[src/rtl/key_region_detector.sv]
// rtl/key_region_detector.sv - key strip scanner: per-key marker pixel counts, hysteresis, note on/off masks
module key_region_detector #(
    parameter int NUM_KEYS       = 8,
    parameter int X_START        = 0,
    parameter int KEY_WIDTH      = 20,
    parameter int Y_START        = 80,
    parameter int Y_END          = 119,
    parameter int R_MIN          = 5,
    parameter int G_MAX          = 3,
    parameter int B_MAX          = 3,
    parameter int PRESS_THRESH   = 40,
    parameter int RELEASE_THRESH = 20
) (
    input  logic                clk,
    input  logic                rst,
    input  logic                start,
    input  logic [8:0]          q,
    output logic [31:0]         addr,
    output logic                busy,
    output logic [NUM_KEYS-1:0] key_state,
    output logic [NUM_KEYS-1:0] key_on,
    output logic [NUM_KEYS-1:0] key_off,
    output logic                key_valid,
    output logic [15:0]         debug_out
);
    localparam int KIW = (NUM_KEYS > 1) ? $clog2(NUM_KEYS) : 1;
    localparam int KCW = (KEY_WIDTH > 1) ? $clog2(KEY_WIDTH) : 1;
    localparam logic [7:0]     COL_FIRST = 8'(X_START);
    localparam logic [7:0]     COL_LAST  = 8'(X_START + NUM_KEYS * KEY_WIDTH - 1);
    localparam logic [6:0]     ROW_FIRST = 7'(Y_START);
    localparam logic [6:0]     ROW_LAST  = 7'(Y_END);
    localparam logic [KCW-1:0] KC_LAST   = KCW'(KEY_WIDTH - 1);
    localparam logic [2:0]     R_MIN3    = 3'(R_MIN);
    localparam logic [2:0]     G_MAX3    = 3'(G_MAX);
    localparam logic [2:0]     B_MAX3    = 3'(B_MAX);
    localparam logic [15:0]    PRESS16   = 16'(PRESS_THRESH);
    localparam logic [15:0]    REL16     = 16'(RELEASE_THRESH);

    typedef enum logic [1:0] {IDLE, SCAN, DRAIN, PUBLISH} state_t;
    state_t state_q, state_d;

    logic [6:0]          row_q;
    logic [7:0]          col_q;
    logic [KCW-1:0]      kcol_q;
    logic [KIW-1:0]      key_q;
    logic [KIW-1:0]      pkey_q;
    logic                pval_q;
    logic [15:0]         cnt_q [NUM_KEYS];
    logic [NUM_KEYS-1:0] kstate_q;
    logic [15:0]         debug_q;
    logic [NUM_KEYS-1:0] new_state;
    logic                last_pix;
    logic                pix_match;
    logic                accept;
    logic                publish;

    assign last_pix = (row_q == ROW_LAST) && (col_q == COL_LAST);
    assign accept   = (state_q == IDLE) && start;
    assign publish  = (state_q == PUBLISH);

    always_ff @(posedge clk or posedge rst) begin
        if (rst) state_q <= IDLE;
        else     state_q <= state_d;
    end

    always_comb begin
        state_d = state_q;
        case (state_q)
            IDLE:    if (start) state_d = SCAN;
            SCAN:    if (last_pix) state_d = DRAIN;
            DRAIN:   state_d = PUBLISH;
            PUBLISH: state_d = IDLE;
            default: state_d = IDLE;
        endcase
    end

    // Raster position; the key index rides along with a per-key column counter.
    always_ff @(posedge clk or posedge rst) begin
        if (rst) begin
            row_q  <= '0;
            col_q  <= '0;
            kcol_q <= '0;
            key_q  <= '0;
        end else if (accept) begin
            row_q  <= ROW_FIRST;
            col_q  <= COL_FIRST;
            kcol_q <= '0;
            key_q  <= '0;
        end else if (state_q == SCAN && !last_pix) begin
            if (col_q == COL_LAST) begin
                col_q  <= COL_FIRST;
                row_q  <= row_q + 7'd1;
                kcol_q <= '0;
                key_q  <= '0;
            end else begin
                col_q <= col_q + 8'd1;
                if (kcol_q == KC_LAST) begin
                    kcol_q <= '0;
                    key_q  <= key_q + KIW'(1);
                end else begin
                    kcol_q <= kcol_q + KCW'(1);
                end
            end
        end
    end

    // Key tag travels one cycle behind the address to meet the read data.
    always_ff @(posedge clk or posedge rst) begin
        if (rst) begin
            pval_q <= 1'b0;
            pkey_q <= '0;
        end else begin
            pval_q <= (state_q == SCAN);
            pkey_q <= key_q;
        end
    end

    assign pix_match = pval_q && (q[8:6] >= R_MIN3) && (q[5:3] <= G_MAX3) && (q[2:0] <= B_MAX3);

    always_ff @(posedge clk or posedge rst) begin
        if (rst) begin
            for (int k = 0; k < NUM_KEYS; k++) cnt_q[k] <= '0;
        end else if (accept) begin
            for (int k = 0; k < NUM_KEYS; k++) cnt_q[k] <= '0;
        end else if (pix_match && cnt_q[pkey_q] != 16'hFFFF) begin
            cnt_q[pkey_q] <= cnt_q[pkey_q] + 16'd1;
        end
    end

    always_comb begin
        new_state = kstate_q;
        for (int k = 0; k < NUM_KEYS; k++) begin
            if (kstate_q[k]) new_state[k] = !(cnt_q[k] < REL16);
            else             new_state[k] = (cnt_q[k] >= PRESS16);
        end
    end

    always_ff @(posedge clk or posedge rst) begin
        if (rst) begin
            kstate_q <= '0;
            debug_q  <= '0;
        end else if (publish) begin
            kstate_q <= new_state;
            debug_q  <= cnt_q[0];
        end
    end

    // Published values are shown combinationally during PUBLISH so they line up with key_valid.
    assign addr      = {7'd0, row_q, 8'd0, col_q, 2'd0};
    assign busy      = (state_q != IDLE);
    assign key_valid = publish;
    assign key_state = publish ? new_state : kstate_q;
    assign key_on    = publish ? (new_state & ~kstate_q) : '0;
    assign key_off   = publish ? (~new_state & kstate_q) : '0;
    assign debug_out = publish ? cnt_q[0] : debug_q;
endmodule

[config.mk]
export PLATFORM = sky130hd
export DESIGN_NAME = key_region_detector
export DESIGN_NICKNAME = d
export VERILOG_FILES = /design/src/rtl/key_region_detector.sv
export SDC_FILE = /design/constraint.sdc
export NUM_CORES = 1
export LEC_CHECK = 0
export ABC_AREA = 1
export ABC_CLOCK_PERIOD_IN_PS = 12400
export CAP_MARGIN = 20
export CELL_PAD_IN_SITES_DETAIL_PLACEMENT = 1
export CELL_PAD_IN_SITES_GLOBAL_PLACEMENT = 1
export CORE_ASPECT_RATIO = 0.7
export CORE_MARGIN = 10
export CORE_UTILIZATION = 46
export CTS_CLUSTER_DIAMETER = 60
export DETAILED_ROUTE_END_ITERATION = 10
export HOLD_SLACK_MARGIN = 0.12
export PLACE_DENSITY_LB_ADDON = 0.08
export SLEW_MARGIN = 20
export SYNTH_ARGS = -nofsm -noshare
export SYNTH_HDL_FRONTEND = slang
export SYNTH_SLANG_ARGS = --single-unit
[constraint.sdc]
create_clock -name clk -period 12.4 [get_ports clk]
set_clock_uncertainty 0.1 [all_clocks]
set_input_delay 2.48 -clock clk [delete_from_list [all_inputs] [get_ports clk]]
set_output_delay 2.48 -clock clk [all_outputs]
set_load 0.05 [all_outputs]
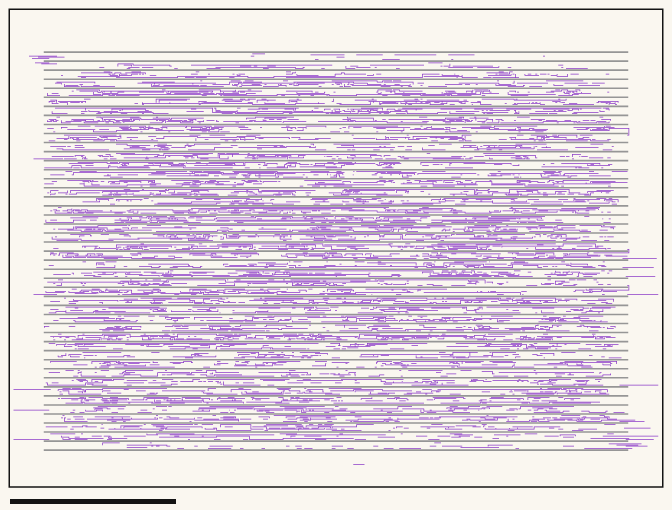
Figure 1: run 1, signal wires on met1.
Bar = 50 um. Supply wires on this layer in grey.
- wire length on this layer: 16000 um
- nets with wire on the layer: 1361

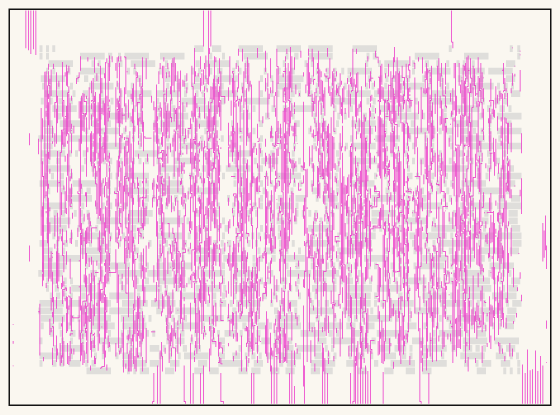
Figure 2: run 1, signal wires on met2.
Cells faint in the background.
- main direction: vertical
- nets with wire on the layer: 1245
- longest straight run: 67.8 um
- wire length on this layer: 16100 um
- share of all routed wire: 46%

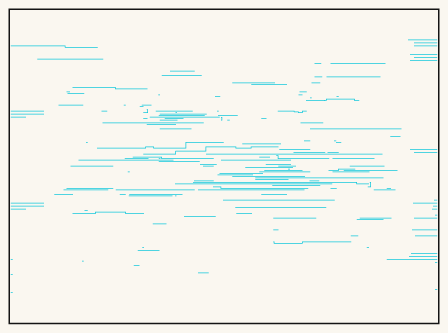
Figure 3: run 1, the metal 3 layer.
- share of all routed wire: 6.6%
- nets with wire on the layer: 98
- main direction: horizontal
- longest straight run: 80.5 um

==> run summary, run 1 <==
Crit path max-delay family -> buffers and inverters
RSZ-0062 raised after global routing -> false
Met3 Wirelength -> 2.30 mm
Combinational gate power -> 0.344 mW
# port buffers -> 64
P_clk -> 0.580 mW
Clk_lat worst skew -> 0.45 ns
Status -> completed
Grt met1 use -> 33.6%
Clock sink count -> 181
TNS Setup -> 0 ns
Critical Path AT -> 3.46 ns
Simple share -> 39.2%
Clk cell area share -> 5.43%
Pwr dens -> 138 mW/mm2
Inverters -> 132
Synth cell types -> 30
Layout Utilization -> 53.8%
Synth top area share -> 45.4%
Die height -> 143 um
Area grow syn2layout -> 13.4%
Reg-to-Reg End -> cnt_q[56]
Critical Path Sink Type -> output port
Comb gate area -> 0.00462 mm2
Top pwr grp -> sequential cells
Synthesized area -> 0.00998 mm2
CP required -> 9.82 ns
Top Layout Cells -> nand2_1 (628), nand3_1 (184), dfrtp_1 (180)
Clock buffer cells -> 18
Antenna fix cells -> 0
DRT antenna net count -> 0
Most frequent cells after synthesis -> nand2_1 (629), nand3_1 (184), dfrtp_1 (181), inv_1 (129), nor2_1 (77)
AO/OA Area Share -> 4.00%
Kind of critical path -> reg -> out
CTS Root Cell -> clkbuf_16
Syn Inst Count -> 1428
Crit. path cell count -> 7
Number of enable flip-flop cells -> 0
Chip Area, Yosys -> 0.00998 mm2
Cell chain of the critical path -> ha_1 -> buf_4 -> inv_1 -> nor2_1 -> nand2_1 -> nor4_1 -> clkdlybuf4s50_1
# setup viols final -> 0
Placer Congestion -> 0.929
Worst Tran Pin Value -> 1.20 ns
MaxCap Viol Count -> 0
Max rail drop VDD -> 0.0954 mV
Critical Path Source -> state_q[0]
Most Crowded Layer GR -> met2
Post-route insts no fill -> 1749
R2r setup slk -> 7.56 ns
Fmax -> 166 MHz
Largest Register -> cnt_q
Synth top cell by count -> nand2_1
Met3 Track Usage GR -> 5.78%
Biggest Area Class -> combinational gates
Wl on met1 -> 16.0 mm
RR Startpoint -> pkey_q[0]
Hold EP -> pkey_q[1]
Remaining DRCs -> 0
Data buffer area share -> 6.20%
Core area -> 0.0210 mm2
Placement Setup Slack -> 6.43 ns
Sw Ratio -> 34.9%
Setup Fix Bufs, Post-CTS -> 0
Max reg flops -> 128
Power, Total -> 1.56 mW
Fill cells -> 2697
Fin worst setup slack -> 6.36 ns
Die width -> 196 um
Buffers, non-clock -> 72
Post-CTS Resized -> 0
Biggest regs -> cnt_q: 128 flops, debug_q: 16 flops
Register share of the cell area -> 40.1%
Reg power frac -> 40.9%
Logic share of the area -> 40.8%
Synth Area in XOR/XNOR -> 0.953%
Area after DPL -> 0.0107 mm2
Tap cells -> 276
Rows -> 44
Critical path buffer and inverter count -> 3
Synth Seq Share -> 45.4%
Router iterations before antenna repair -> 5
Uppermost layer routed -> met4
CTS tree -> done
Figure 4. M4 wires (run 1).
Bar = 50 um. Supply wires on this layer in grey.
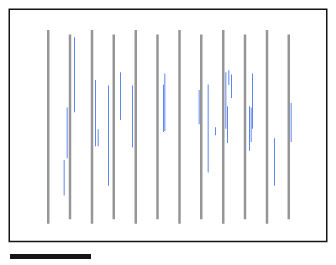

==> inputs of run 2 (changes only) <==
- ABC_CLOCK_PERIOD_IN_PS: 12400 -> 5200
- CORE_UTILIZATION: 46 -> 38
- clock period: 12.4 -> 5.2 ns (I/O delays scaled with it)
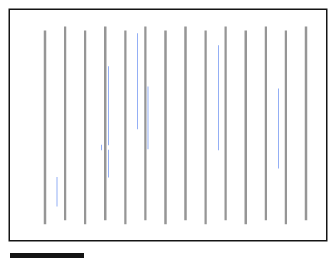
Figure 5: run 2, M4 wires.
Bar = 50 um. Supply wires on this layer in grey.
- wire length on this layer: 326 um
- longest straight run: 70.7 um

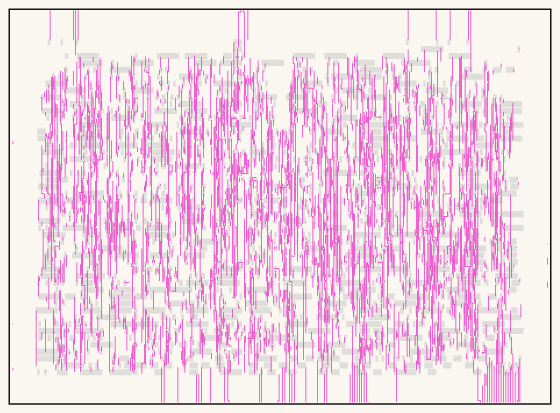
Figure 6: run 2, signal wires on met2.
Cells faint in the background.
via count: 9431
GR met2 Demand/Resource: 33.5%
Total Routed Length: 35.4 mm

==> run 2 against run 1 <==
Effect of this change:
- die size grew 18%
- highest routed layer unchanged
- global-route usage shrank 3.4 points
- via count shrank 2.6%
- largest power group unchanged
- utilization shrank 9.3 points
- combinational power grew 140%
==> run summary, run 2 <==
Die width -> 214 um (+9.0%)
Crit path max-delay family -> simple AND/OR/NAND/NOR gates
Data buffer area share -> 7.08% (+0.89 points)
Area after DPL -> 0.0109 mm2 (+1.7%)
TNS Setup -> 0 ns (unchanged)
Rows -> 49 (+11%)
R2r setup slk -> 0.99 ns (-6.57 ns)
Pwr dens -> 321 mW/mm2 (+130%)
Biggest Area Class -> combinational gates
Fill cells -> 3289 (+22%)
CTS Root Cell -> clkbuf_16
Clock sink count -> 181 (unchanged)
Critical Path Sink Type -> flip-flop
Crit. path cell count -> 16 (+9)
Syn Inst Count -> 1428 (unchanged)
Kind of critical path -> reg -> reg
Worst Tran Pin Value -> 0.997 ns (-0.202 ns)
Antenna fix cells -> 0 (unchanged)
Register share of the cell area -> 39.6% (-0.49 points)
Post-CTS Resized -> 0 (unchanged)
P_clk -> 1.33 mW (+130%)
Remaining DRCs -> 0 (unchanged)
Logic share of the area -> 40.3% (-0.56 points)
RSZ-0062 raised after global routing -> false
Synth cell types -> 30 (unchanged)
Most frequent cells after synthesis -> nand2_1 (629), nand3_1 (184), dfrtp_1 (181), inv_1 (129), nor2_1 (77)
Reg-to-Reg End -> cnt_q[99]
Top pwr grp -> sequential cells
DRT antenna net count -> 0 (unchanged)
Max rail drop VDD -> 0.212 mV (+120%)
Sw Ratio -> 34.9% (about the same)
Fmax -> 237 MHz
RR Startpoint -> pkey_q[1]
Die height -> 156 um (+8.6%)
Hold EP -> pkey_q[1]
Synth Area in XOR/XNOR -> 0.953% (unchanged)
Core area -> 0.0257 mm2 (+22%)
Fin worst setup slack -> 0.988 ns (-5.38 ns)
Placement Setup Slack -> 1.02 ns (-5.41 ns)
Router iterations before antenna repair -> 5 (unchanged)
Met3 Track Usage GR -> 4.24% (-1.5 points)
CTS tree -> done
AO/OA Area Share -> 4.00% (unchanged)
Area grow syn2layout -> 14.8%
Placer Congestion -> 0.914 (-1.6%)
Power, Total -> 3.67 mW (+140%)
Setup Fix Bufs, Post-CTS -> 0 (unchanged)
Wl on met1 -> 17.3 mm (+8.4%)
# setup viols final -> 0 (unchanged)
Grt met1 use -> 31.2% (-2.5 points)
Post-route insts no fill -> 1816 (+3.8%)
Comb gate area -> 0.00461 mm2 (-0.16%)
Buffers, non-clock -> 84 (+17%)
Critical Path AT -> 4.45 ns (+0.99 ns)
Critical path buffer and inverter count -> 3 (unchanged)
Status -> completed
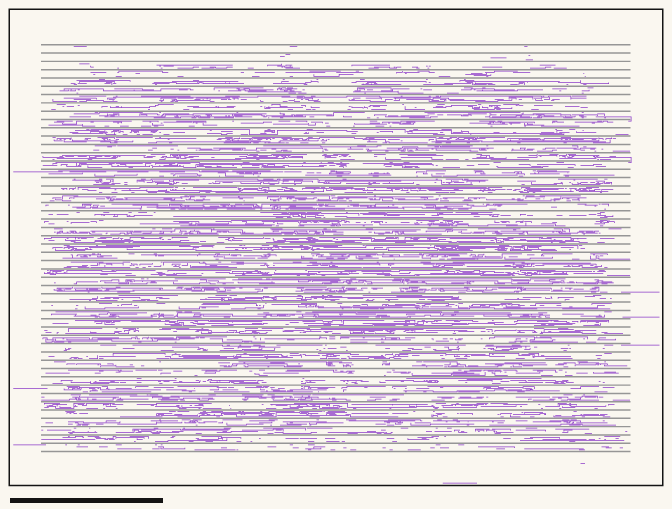
Figure 7: run 2, signal wires on met1.
Bar = 50 um. Supply wires on this layer in grey.
- wire length on this layer: 17300 um
- share of all routed wire: 49%
- main direction: horizontal

Figure 8. The metal 3 layer (run 2).
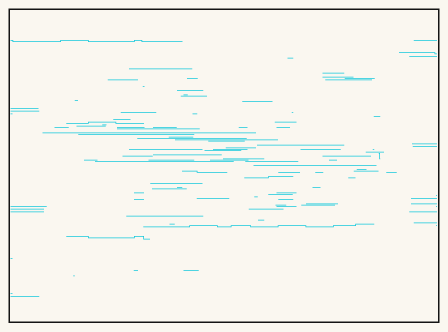

==> inputs of run 3 (changes only) <==
- ABC_CLOCK_PERIOD_IN_PS: 5200 -> 3600
- clock period: 5.2 -> 3.6 ns (I/O delays scaled with it)
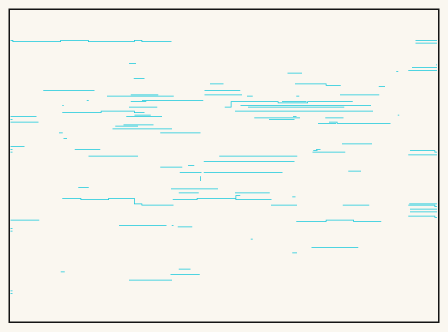
Figure 9: run 3, the metal 3 layer.
via count: 9630
met3 Track Usage GR: 4.11%
Total Routed Length: 36.2 mm

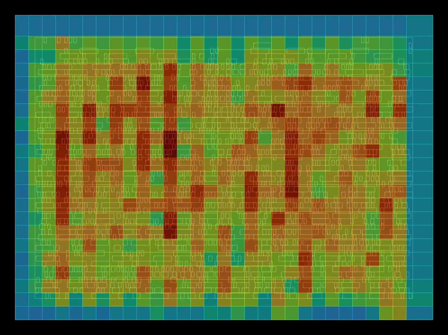
Figure 10: run 3, track usage over the die.
GR met2 Demand/Resource: 34.5%
Layout Utilization: 46.6%
Most Crowded Layer GR: met2
grt met1 use: 32.7%

==> run 3 against run 2 <==
Effect of this change:
- area after synthesis stayed put
- cell area is 4.8% higher
- cell count is 2.4% higher
- clock power is 46% higher
- utilization is 2.1 points higher
- wire length is 2.2% higher
- largest cell class unchanged
- largest power group unchanged
==> run summary, run 3 <==
Worst Tran Pin Value -> 1.03 ns (+0.0346 ns)
Top pwr grp -> sequential cells
Synth cell types -> 30 (unchanged)
Setup Fix Bufs, Post-CTS -> 0 (unchanged)
R2r setup slk -> 0.31 ns (-0.68 ns)
P_clk -> 1.94 mW (+46%)
Synth Area in XOR/XNOR -> 0.953% (unchanged)
Die width -> 214 um (unchanged)
# setup viols final -> 0 (unchanged)
Commonest Layout Cell -> nand2_1
Kind of critical path -> reg -> out
Syn Inst Count -> 1428 (unchanged)
Crit. path cell count -> 7 (-9)
Fmax -> 294 MHz
Clock sink count -> 181 (unchanged)
Placer Congestion -> 0.905 (-0.95%)
Fill cells -> 3299 (+0.30%)
Fin worst setup slack -> 0.193 ns (-0.795 ns)
Die ar. -> 0.0332 mm2
CTS tree -> done
Inverters -> 132
Design area -> 0.0120 mm2
Area grow syn2layout -> 20.3%
Hold EP -> pkey_q[1]
Data buffer area share -> 11.3% (+4.2 points)
Critical Path Sink Type -> output port
Crit path max-delay family -> simple AND/OR/NAND/NOR gates
Most frequent cells after synthesis -> nand2_1 (629), nand3_1 (184), dfrtp_1 (181), inv_1 (129), nor2_1 (77)
Max rail drop VDD -> 0.315 mV (+49%)
Area after DPL -> 0.0114 mm2 (+4.9%)
Register share of the cell area -> 37.8% (-1.8 points)
Rows -> 49 (unchanged)
Critical Path AT -> 2.59 ns (-1.86 ns)
Buffers, non-clock -> 127 (+51%)
Reg-to-Reg End -> cnt_q[69]
Status -> completed
AO/OA Area Share -> 4.00% (unchanged)
RSZ-0062 raised after global routing -> false
Critical path buffer and inverter count -> 4 (+1)
Comb pwr share -> 23.2%
Core area -> 0.0257 mm2 (unchanged)
Router iterations before antenna repair -> 7 (+2)
CTS Root Cell -> clkbuf_16
Logic share of the area -> 38.4% (-1.8 points)
DRT antenna net count -> 0 (unchanged)
Post-route insts no fill -> 1859 (+2.4%)
Antenna fix cells -> 0 (unchanged)
Post-CTS Resized -> 0 (unchanged)
RR Startpoint -> pkey_q[2]
Comb gate area -> 0.00461 mm2 (about the same)
Sw Ratio -> 34.6% (-0.36 points)
Placement Setup Slack -> 0.334 ns (-0.686 ns)
Power, Total -> 5.38 mW (+47%)
Biggest Area Class -> combinational gates
Remaining DRCs -> 0 (unchanged)
CP required -> 2.78 ns
Pwr dens -> 449 mW/mm2 (+40%)
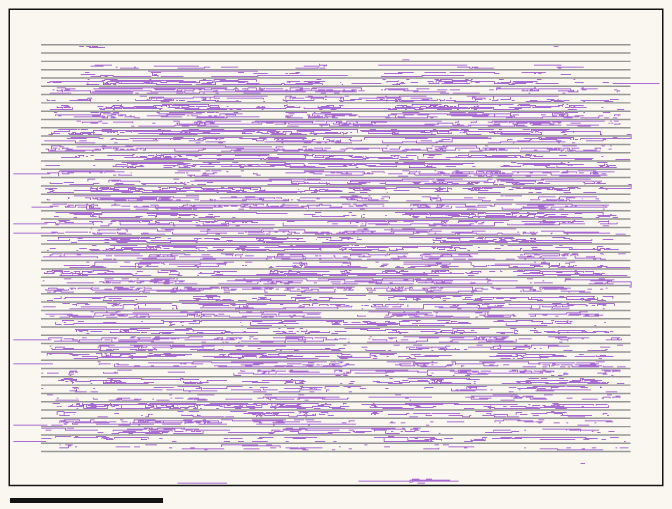
Figure 11: run 3, signal wires on met1.
Bar = 50 um. Supply wires on this layer in grey.
- main direction: horizontal
- longest straight run: 55.2 um
- nets with wire on the layer: 1433
- wire length on this layer: 17900 um

No activity file was given, so power comes from the tool's default toggle rates.
